$ cat src/rtl/if_stage.sv
// Instruction fetch stage: PC generation, credit-limited imem requests, fetch buffer toward ID,
// and EX redirect handling that squashes buffered and in-flight words.

module if_stage_chk #(
    parameter int FIFO_DEPTH = 2,
    parameter int CW         = 2
) (
    input logic          clk,
    input logic          rst,
    input logic          imem_rsp_valid,
    input logic [CW-1:0] inflight,
    input logic [CW-1:0] drop,
    input logic [CW-1:0] count
);
    a_rsp_needs_inflight: assert property (@(posedge clk) disable iff (rst)
        imem_rsp_valid |-> (inflight != {CW{1'b0}}));

    a_credit_bounds: assert property (@(posedge clk) disable iff (rst)
        (({1'b0, inflight} + {1'b0, count}) <= (CW+1)'(FIFO_DEPTH)) && (drop <= inflight));
endmodule

module if_stage #(
    parameter logic [31:0] RESET_PC   = 32'h0000_0000,
    parameter int          FIFO_DEPTH = 2,
    parameter logic [31:0] NOP_INST   = 32'h0000_0013
) (
    input  logic        clk,
    input  logic        rst,
    output logic        imem_req_valid,
    input  logic        imem_req_ready,
    output logic [31:0] imem_req_addr,
    input  logic        imem_rsp_valid,
    input  logic [31:0] imem_rsp_data,
    input  logic        redirect_en,
    input  logic [31:0] redirect_pc,
    output logic        id_valid,
    input  logic        id_ready,
    output logic [31:0] id_inst,
    output logic [31:0] id_pc
);
    localparam int CW = $clog2(FIFO_DEPTH + 1);
    localparam int PW = (FIFO_DEPTH > 1) ? $clog2(FIFO_DEPTH) : 1;

    logic [31:0]   pc_r;
    logic [31:0]   rsp_pc_r;
    logic [31:0]   last_pc_r;
    logic [CW-1:0] inflight_r;
    logic [CW-1:0] drop_r;
    logic [CW-1:0] count_r;
    logic [PW-1:0] rd_ptr_r;
    logic [PW-1:0] wr_ptr_r;
    logic [31:0]   fifo_pc_r   [FIFO_DEPTH];
    logic [31:0]   fifo_inst_r [FIFO_DEPTH];

    logic [CW:0]   used_s;
    logic          credit_s;
    logic          req_fire_s;
    logic          drop_s;
    logic          push_s;
    logic          pop_s;
    logic          not_empty_s;
    logic [31:0]   target_s;
    logic          unused_ok_s;

    function automatic logic [PW-1:0] ptr_next(input logic [PW-1:0] p);
        return (p == PW'(FIFO_DEPTH - 1)) ? {PW{1'b0}} : (p + PW'(1'b1));
    endfunction

    // Credit check and per-cycle handshake decodes
    always_comb begin
        used_s      = {1'b0, inflight_r} + {1'b0, count_r};
        credit_s    = (used_s < (CW+1)'(FIFO_DEPTH));
        not_empty_s = (count_r != {CW{1'b0}});
        req_fire_s  = imem_req_valid && imem_req_ready;
        drop_s      = imem_rsp_valid && (drop_r != {CW{1'b0}});
        push_s      = imem_rsp_valid && (drop_r == {CW{1'b0}});
        pop_s       = not_empty_s && id_ready;
        target_s    = {redirect_pc[31:2], 2'b00};
        unused_ok_s = ^redirect_pc[1:0];
    end

    // Output drive: request is combinational, ID side shows the buffer head
    always_comb begin
        imem_req_valid = !rst && !redirect_en && credit_s;
        imem_req_addr  = pc_r;
        id_valid       = not_empty_s;
        if (not_empty_s) begin
            id_inst = fifo_inst_r[rd_ptr_r];
            id_pc   = fifo_pc_r[rd_ptr_r];
        end else begin
            id_inst = NOP_INST;
            id_pc   = last_pc_r;
        end
    end

    // Fetch state: PCs, credit counters and fetch buffer
    always_ff @(posedge clk or posedge rst) begin
        if (rst) begin
            pc_r       <= RESET_PC;
            rsp_pc_r   <= RESET_PC;
            last_pc_r  <= RESET_PC;
            inflight_r <= {CW{1'b0}};
            drop_r     <= {CW{1'b0}};
            count_r    <= {CW{1'b0}};
            rd_ptr_r   <= {PW{1'b0}};
            wr_ptr_r   <= {PW{1'b0}};
            for (int i = 0; i < FIFO_DEPTH; i++) begin
                fifo_pc_r[i]   <= RESET_PC;
                fifo_inst_r[i] <= NOP_INST;
            end
        end else begin
            if (not_empty_s) begin
                last_pc_r <= fifo_pc_r[rd_ptr_r];
            end else begin
                last_pc_r <= last_pc_r;
            end
            if (redirect_en) begin
                pc_r       <= target_s;
                rsp_pc_r   <= target_s;
                count_r    <= {CW{1'b0}};
                rd_ptr_r   <= {PW{1'b0}};
                wr_ptr_r   <= {PW{1'b0}};
                inflight_r <= inflight_r - CW'(imem_rsp_valid);
                // Every request still outstanding after this cycle predates the redirect,
                // so the drop count becomes exactly the remaining in-flight count.
                drop_r     <= inflight_r - CW'(imem_rsp_valid);
            end else begin
                if (req_fire_s) begin
                    pc_r <= pc_r + 32'd4;
                end else begin
                    pc_r <= pc_r;
                end
                inflight_r <= inflight_r + CW'(req_fire_s) - CW'(imem_rsp_valid);
                if (drop_s) begin
                    drop_r <= drop_r - CW'(1'b1);
                end else begin
                    drop_r <= drop_r;
                end
                if (push_s) begin
                    fifo_pc_r[wr_ptr_r]   <= rsp_pc_r;
                    fifo_inst_r[wr_ptr_r] <= imem_rsp_data;
                    wr_ptr_r              <= ptr_next(wr_ptr_r);
                    rsp_pc_r              <= rsp_pc_r + 32'd4;
                end else begin
                    wr_ptr_r <= wr_ptr_r;
                    rsp_pc_r <= rsp_pc_r;
                end
                if (pop_s) begin
                    rd_ptr_r <= ptr_next(rd_ptr_r);
                end else begin
                    rd_ptr_r <= rd_ptr_r;
                end
                count_r <= count_r + CW'(push_s) - CW'(pop_s);
            end
        end
    end

    if_stage_chk #(.FIFO_DEPTH(FIFO_DEPTH), .CW(CW)) u_chk (
        .clk            (clk),
        .rst            (rst),
        .imem_rsp_valid (imem_rsp_valid),
        .inflight       (inflight_r),
        .drop           (drop_r),
        .count          (count_r)
    );
endmodule

$ cat config.mk
export PLATFORM = sky130hd
export DESIGN_NAME = if_stage
export DESIGN_NICKNAME = d
export VERILOG_FILES = /design/src/rtl/if_stage.sv
export SDC_FILE = /design/constraint.sdc
export NUM_CORES = 1
export LEC_CHECK = 0
export ABC_CLOCK_PERIOD_IN_PS = 9800
export CAP_MARGIN = 0
export CORE_MARGIN = 2
export CORE_UTILIZATION = 40
export CTS_BUF_LIST = sky130_fd_sc_hd__clkbuf_8
export CTS_CLUSTER_SIZE = 10
export DETAILED_ROUTE_END_ITERATION = 7
export PLACE_DENSITY = 0.71
export SLEW_MARGIN = 20
export SYNTH_ARGS = -nofsm -noshare
export SYNTH_HDL_FRONTEND = slang
export SYNTH_SLANG_ARGS = --single-unit
$ cat constraint.sdc
create_clock -name clk -period 9.8 [get_ports clk]
set_clock_uncertainty 0.2 [all_clocks]
set_input_delay 1.96 -clock clk [delete_from_list [all_inputs] [get_ports clk]]
set_output_delay 1.96 -clock clk [all_outputs]
set_load 0.05 [all_outputs]
run_1/wire_density.png
The die is cut into 33 by 33 equal tiles; dark blue is low, red is high, scaled to the fullest tile. Values are wire area over tile area, all layers added.
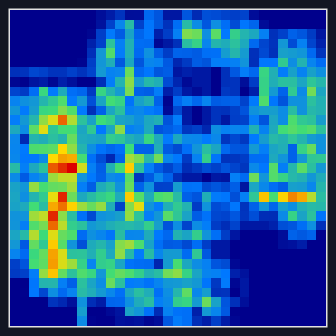
- emptiest ninth of the die: south-east
- mean over tiles: 0.14
- fullest tile: 0.56

run_1/met4.png
Cells faint in the background.
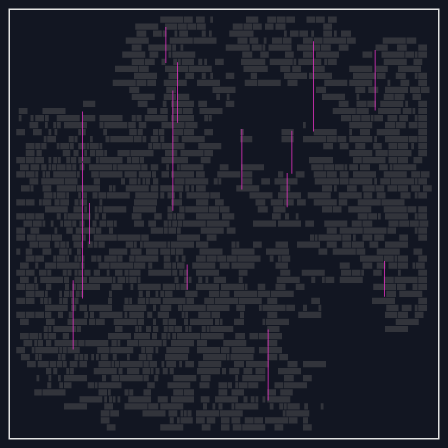
- main direction: vertical
- wire length on this layer: 357 microns
- nets with wire on the layer: 8
- longest straight run: 52.4 microns
Vias: 7,582
WL final: 24,590 microns

run_1/cell_classes.png
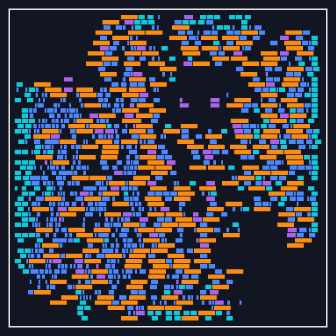
- clock drivers and dummy loads: purple (cells 69; share of their area 6.3%)
- all other logic: blue (cells 643; share of their area 36%)
- flip-flops: orange (cells 224; share of their area 44%)
- other buffers and delay cells: cyan (cells 168; share of their area 13%)

==> ci_impl_report.md, run 1 <==
### Yosys + OpenROAD results

| Metric | Value |
|---|---|
| Leak pwr | `5.608 nW` |
| PnR worst setup slack | `3.867 ns` |
| Type of element launching the critical path | `primary input` |
| Post-CTS Resized | `0` |
| Cts hold-fix bufs | `0` |
| Sw frac | `41.65%` |
| DRT met1 WL | `11,670 microns` |
| Cell type with the largest total area | `dfrtp_1` |
| Worst setup path endpoint | `imem_req_valid` |
| Ant. Diodes | `0` |
| Number of enable flip-flop cells | `0` |
| Hold Path Stages | `1` |
| CP required | `7.64 ns` |
| P_clk | `0.859 mW` |
| Status | `finished clean` |
| Post-synthesis instance total | `914` |
| Crit Path Max Fanout | `75` |
| WP data arrival | `3.77 ns` |
| Placed insts | `1,370` |
| GRT met1 Usage | `25.96%` |
| CTS buffer count | `39` |
| Post-synth regs | `224` |
| Placed inst area | `12,330 sq um` |
| Final ANT Viol Nets | `0` |
| Inverters, non-clock | `20` |
| Mux frac, synth | `19.69%` |
| Area leader share | `52.26%` |
| Yosys cell types | `52` |
| Fraction of area in non-clock buffers | `12.67%` |
| WL met2 | `10,950 microns` |
| Setup CP Type | `primary input to primary output` |
| CP delay by family, top | `buffers and inverters` |
| Worst Max-Slew Pin Slew | `1.044 ns` |
| Maximum root-to-sink buffer count | `3` |
| FF-to-FF End | `inflight_r[1]` |
| Slowest stage delay, CP | `0.89 ns` |
| Fraction of area in registers | `42.75%` |
| Most used routing layer | `met2` |
| DP HPWL | `15,900 microns` |
| P_seq | `1.44 mW` |
| Critical-path cell list | `buf_2 > buf_4 > nor4_2 > clkdlybuf4s50_1` |
| Fp_density | `40.40%` |
| Iter 0 DRT Violations | `455` |
| Flop pwr share | `34.9%` |
| Count of tool warnings | `30` |
| Buf/Inv on CP | `3` |
| Place WS | `3.841 ns` |
| Buffers excl. clock | `168` |
| Peak supply drop | `0.1882 mV` |
| Vias in the first global route | `7,711` |
| Die ar. | `27,410 sq um` |
| Placement Rows | `59` |
| Post-layout period usage of the worst path | `60.54%` |
| DRC violations left | `0` |
| Final Hold Vio Count | `0` |
| Tapcell Cnt | `335` |
| Comb area share | `34.62%` |
| Flop2flop setup slack | `5.38 ns` |
| Met2 usage | `28.46%` |
| CTS clk-pin slew, worst paths | `0.05 ns` |
| Mean area per synthesized cell | `11.42 sq um` |
| Slowest-stage cell, CP | `clkdlybuf4s50_1` |
| Post-synth ARST share | `100.0%` |
| Yosys stat cell total | `914` |
| Largest regs | `fifo_inst_r: 64 flops, fifo_pc_r: 60 flops, last_pc_r: 32 flops` |
| Area fraction in xor and xnor cells | `3.104%` |
| Setup bufs post-CTS | `0` |
| Logic pwr share | `44.3%` |
| Die width | `165.5 microns` |
| Comb group | `1.83 mW` |
| Reg2Reg Launch Point | `count_r[0]` |
| Critical Path End Type | `primary output` |
| Min Hold Slack | `0.2791 ns` |
| Area Overhead vs Synth | `25.87%` |
| Clk latency late pin | `0.53 ns` |
## Run 2: what changed since run 1
Settings changed: ABC_CLOCK_PERIOD_IN_PS 9800 to 5800.
Clock period 9.8 ns to 5.8 ns, I/O delays scaled along.
run_2/wire_density.png
The die is cut into 33 by 33 equal tiles; dark blue is low, red is high, scaled to the fullest tile. Values are wire area over tile area, all layers added.
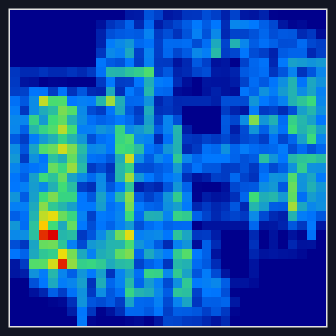
Global Route Usage Sum: 17.88%
drt wl/cell: 16.87 microns
WL final: 24,370 microns
Vias: 7,560

==> ci_impl_report.md, run 2 <==
### Yosys + OpenROAD results

| Metric | Value |
|---|---|
| Critical-path cell list | `buf_4 > mux2i_1 > o21ai_0 > clkdlybuf4s50_1 (was buf_2 > buf_4 > nor4_2 > clkdlybuf4s50_1)` |
| CP required | `4.44 ns (was 7.64 ns)` |
| Placement Rows | `59 (unchanged)` |
| Tapcell Cnt | `335 (unchanged)` |
| Number of enable flip-flop cells | `0 (unchanged)` |
| Final Hold Vio Count | `0 (unchanged)` |
| Ant. Diodes | `0 (unchanged)` |
| Area leader share | `52.26% (unchanged)` |
| Final ANT Viol Nets | `0 (unchanged)` |
| Cell type with the largest total area | `dfrtp_1 (unchanged)` |
| Slowest stage delay, CP | `0.89 ns (about the same)` |
| Iter 0 DRT Violations | `528 (was 455)` |
| Setup CP Type | `flop to primary output (was primary input to primary output)` |
| CP delay by family, top | `buffers and inverters (unchanged)` |
| Die width | `165.5 microns (unchanged)` |
| Leak pwr | `5.637 nW (was 5.608 nW)` |
| Area fraction in xor and xnor cells | `3.104% (unchanged)` |
| CTS buffer count | `38 (was 39)` |
| Status | `finished clean (unchanged)` |
| P_seq | `2.46 mW (was 1.44 mW)` |
| Type of element launching the critical path | `flop (was primary input)` |
| Slowest-stage cell, CP | `dfrtp_4 (was clkdlybuf4s50_1)` |
| Hold Path Stages | `2 (was 1)` |
| Worst setup path endpoint | `id_pc[14] (was imem_req_valid)` |
| Buffers excl. clock | `175 (was 168)` |
| Largest regs | `fifo_inst_r: 64 flops, fifo_pc_r: 60 flops, last_pc_r: 32 flops (unchanged)` |
| GRT met1 Usage | `25.07% (was 25.96%)` |
| Yosys cell types | `52 (unchanged)` |
| FF-to-FF End | `imem_req_addr[20] (was inflight_r[1])` |
| Post-CTS Resized | `0 (unchanged)` |
| Comb group | `3.07 mW (was 1.83 mW)` |
| Place WS | `1.552 ns (was 3.841 ns)` |
| Maximum root-to-sink buffer count | `3 (unchanged)` |
| Most used routing layer | `met2 (unchanged)` |
| Vias in the first global route | `7,482 (was 7,711)` |
| Sw frac | `41.61% (was 41.65%)` |
| Post-synth ARST share | `100.0% (unchanged)` |
| Count of tool warnings | `28 (was 30)` |
| DP HPWL | `16,250 microns (was 15,900 microns)` |
| Setup bufs post-CTS | `0 (unchanged)` |
| Peak supply drop | `0.2851 mV (was 0.1882 mV)` |
| Comb area share | `34.54% (was 34.62%)` |
| Min Hold Slack | `0.2775 ns (was 0.2791 ns)` |
| DRC violations left | `0 (unchanged)` |
| Fraction of area in registers | `42.65% (was 42.75%)` |
| CTS clk-pin slew, worst paths | `0.06 ns (was 0.05 ns)` |
| Post-synth regs | `224 (unchanged)` |
| WP data arrival | `3.20 ns (was 3.77 ns)` |
| Placed inst area | `12,390 sq um (was 12,330 sq um)` |
| Mux frac, synth | `19.69% (unchanged)` |
| Logic pwr share | `44.1% (was 44.3%)` |
## Run 3: what changed since run 2
Settings changed: ABC_CLOCK_PERIOD_IN_PS 5800 to 3900, PLACE_DENSITY 0.71 to 0.73.
Clock period 5.8 ns to 3.9 ns, I/O delays scaled along.
run_3/met4.png
Cells faint in the background.
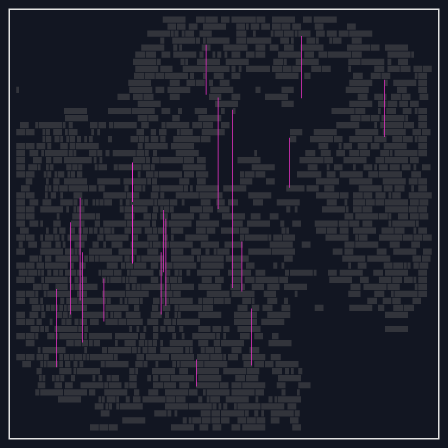
- nets with wire on the layer: 12
- longest straight run: 68.7 microns
- wire length on this layer: 520 microns
- share of all routed wire: 2.1%

==> ci_impl_report.md, run 3 <==
### Yosys + OpenROAD results

| Metric | Value |
|---|---|
| Status | `finished clean (unchanged)` |
| Fraction of area in non-clock buffers | `13.82% (was 13.13%)` |
| Number of enable flip-flop cells | `0 (unchanged)` |
| Buffers excl. clock | `183 (was 175)` |
| Worst Max-Slew Pin Slew | `0.8928 ns (was 1.032 ns)` |
| Finished Cell Area | `13,320 sq um (was 13,170 sq um)` |
| Iter 0 DRT Violations | `354 (was 528)` |
| Hold Path Stages | `1 (was 2)` |
| Placed inst area | `12,500 sq um (was 12,390 sq um)` |
| Logic pwr share | `44.3% (was 44.1%)` |
| Critical Path End Type | `primary output (unchanged)` |
| CP delay by family, top | `buffers and inverters (unchanged)` |
| Peak supply drop | `0.4614 mV (was 0.2851 mV)` |
| Final ANT Viol Nets | `0 (unchanged)` |
| Placed insts | `1,385 (was 1,377)` |
| CTS clk-pin slew, worst paths | `0.06 ns (about the same)` |
| Inverters, non-clock | `20 (unchanged)` |
| Count of tool warnings | `30 (was 28)` |
| CP required | `2.92 ns (was 4.44 ns)` |
| Setup CP Type | `flop to primary output (unchanged)` |
| Post-synth regs | `224 (unchanged)` |
| Mean area per synthesized cell | `11.42 sq um (unchanged)` |
| Vias in the first global route | `7,603 (was 7,482)` |
| Tapcell Cnt | `335 (unchanged)` |
| Area Overhead vs Synth | `27.60% (was 26.15%)` |
| Critical-path cell list | `buf_4 > mux2i_1 > o21ai_0 > clkdlybuf4s50_1 (unchanged)` |
| Comb group | `4.64 mW (was 3.07 mW)` |
| Buf/Inv on CP | `2 (unchanged)` |
| FF-to-FF End | `imem_req_addr[20] (unchanged)` |
| Setup bufs post-CTS | `0 (unchanged)` |
| Die width | `165.5 microns (unchanged)` |
| Maximum root-to-sink buffer count | `3 (unchanged)` |
| DP HPWL | `16,650 microns (was 16,250 microns)` |
| Most used routing layer | `met2 (unchanged)` |
| Flop2flop setup slack | `0.72 ns (was 2.40 ns)` |
| WL met2 | `11,090 microns (was 10,760 microns)` |
| Ant. Diodes | `0 (unchanged)` |
| Final Hold Vio Count | `0 (unchanged)` |
| Sw frac | `41.76% (was 41.61%)` |
| GRT met1 Usage | `25.83% (was 25.07%)` |
| Flop pwr share | `34.8% (was 35.4%)` |
| CTS buffer count | `40 (was 38)` |
| Die ar. | `27,410 sq um (unchanged)` |
| Cell Area, Synth | `10,440 sq um (unchanged)` |
| Reg2Reg Launch Point | `count_r[0] (unchanged)` |
| Cell type with the largest total area | `dfrtp_1 (unchanged)` |
| Area fraction in xor and xnor cells | `3.104% (unchanged)` |
| Comb area share | `34.14% (was 34.54%)` |
| PnR worst setup slack | `0.1836 ns (was 1.245 ns)` |
| Clk latency late pin | `0.55 ns (was 0.53 ns)` |
| Post-synth ARST share | `100.0% (unchanged)` |
| Cts hold-fix bufs | `0 (unchanged)` |
| Fp_density | `40.40% (unchanged)` |
| Met2 usage | `27.82% (was 27.88%)` |
| Leak pwr | `5.717 nW (was 5.637 nW)` |
| WL final | `24,560 microns (was 24,370 microns)` |
| Post-synthesis instance total | `914 (unchanged)` |
| Largest regs | `fifo_inst_r: 64 flops, fifo_pc_r: 60 flops, last_pc_r: 32 flops (unchanged)` |
| Placement Rows | `59 (unchanged)` |
| WP data arrival | `2.74 ns (was 3.20 ns)` |
| Worst setup path endpoint | `id_pc[10] (was id_pc[14])` |
| DRT met1 WL | `11,400 microns (was 11,290 microns)` |
| Yosys cell types | `52 (unchanged)` |
| Vias | `7,600 (was 7,560)` |
| Slowest stage delay, CP | `0.87 ns (was 0.89 ns)` |
| Area leader share | `52.26% (unchanged)` |
| Largest reg by FF count | `fifo_inst_r (unchanged)` |
| Slowest-stage cell, CP | `clkdlybuf4s50_1 (was dfrtp_4)` |
| Yosys stat cell total | `914 (unchanged)` |
| Type of element launching the critical path | `flop (unchanged)` |
| P_seq | `3.64 mW (was 2.46 mW)` |
| DRC violations left | `0 (unchanged)` |
| Place WS | `0.5298 ns (was 1.552 ns)` |
| Net Sw Power | `4.374 mW (was 2.893 mW)` |
| Post-layout period usage of the worst path | `95.29%` |
| Crit Path Max Fanout | `23 (was 37)` |
Power figures rest on the tool's default switching activity, not on a simulated workload.
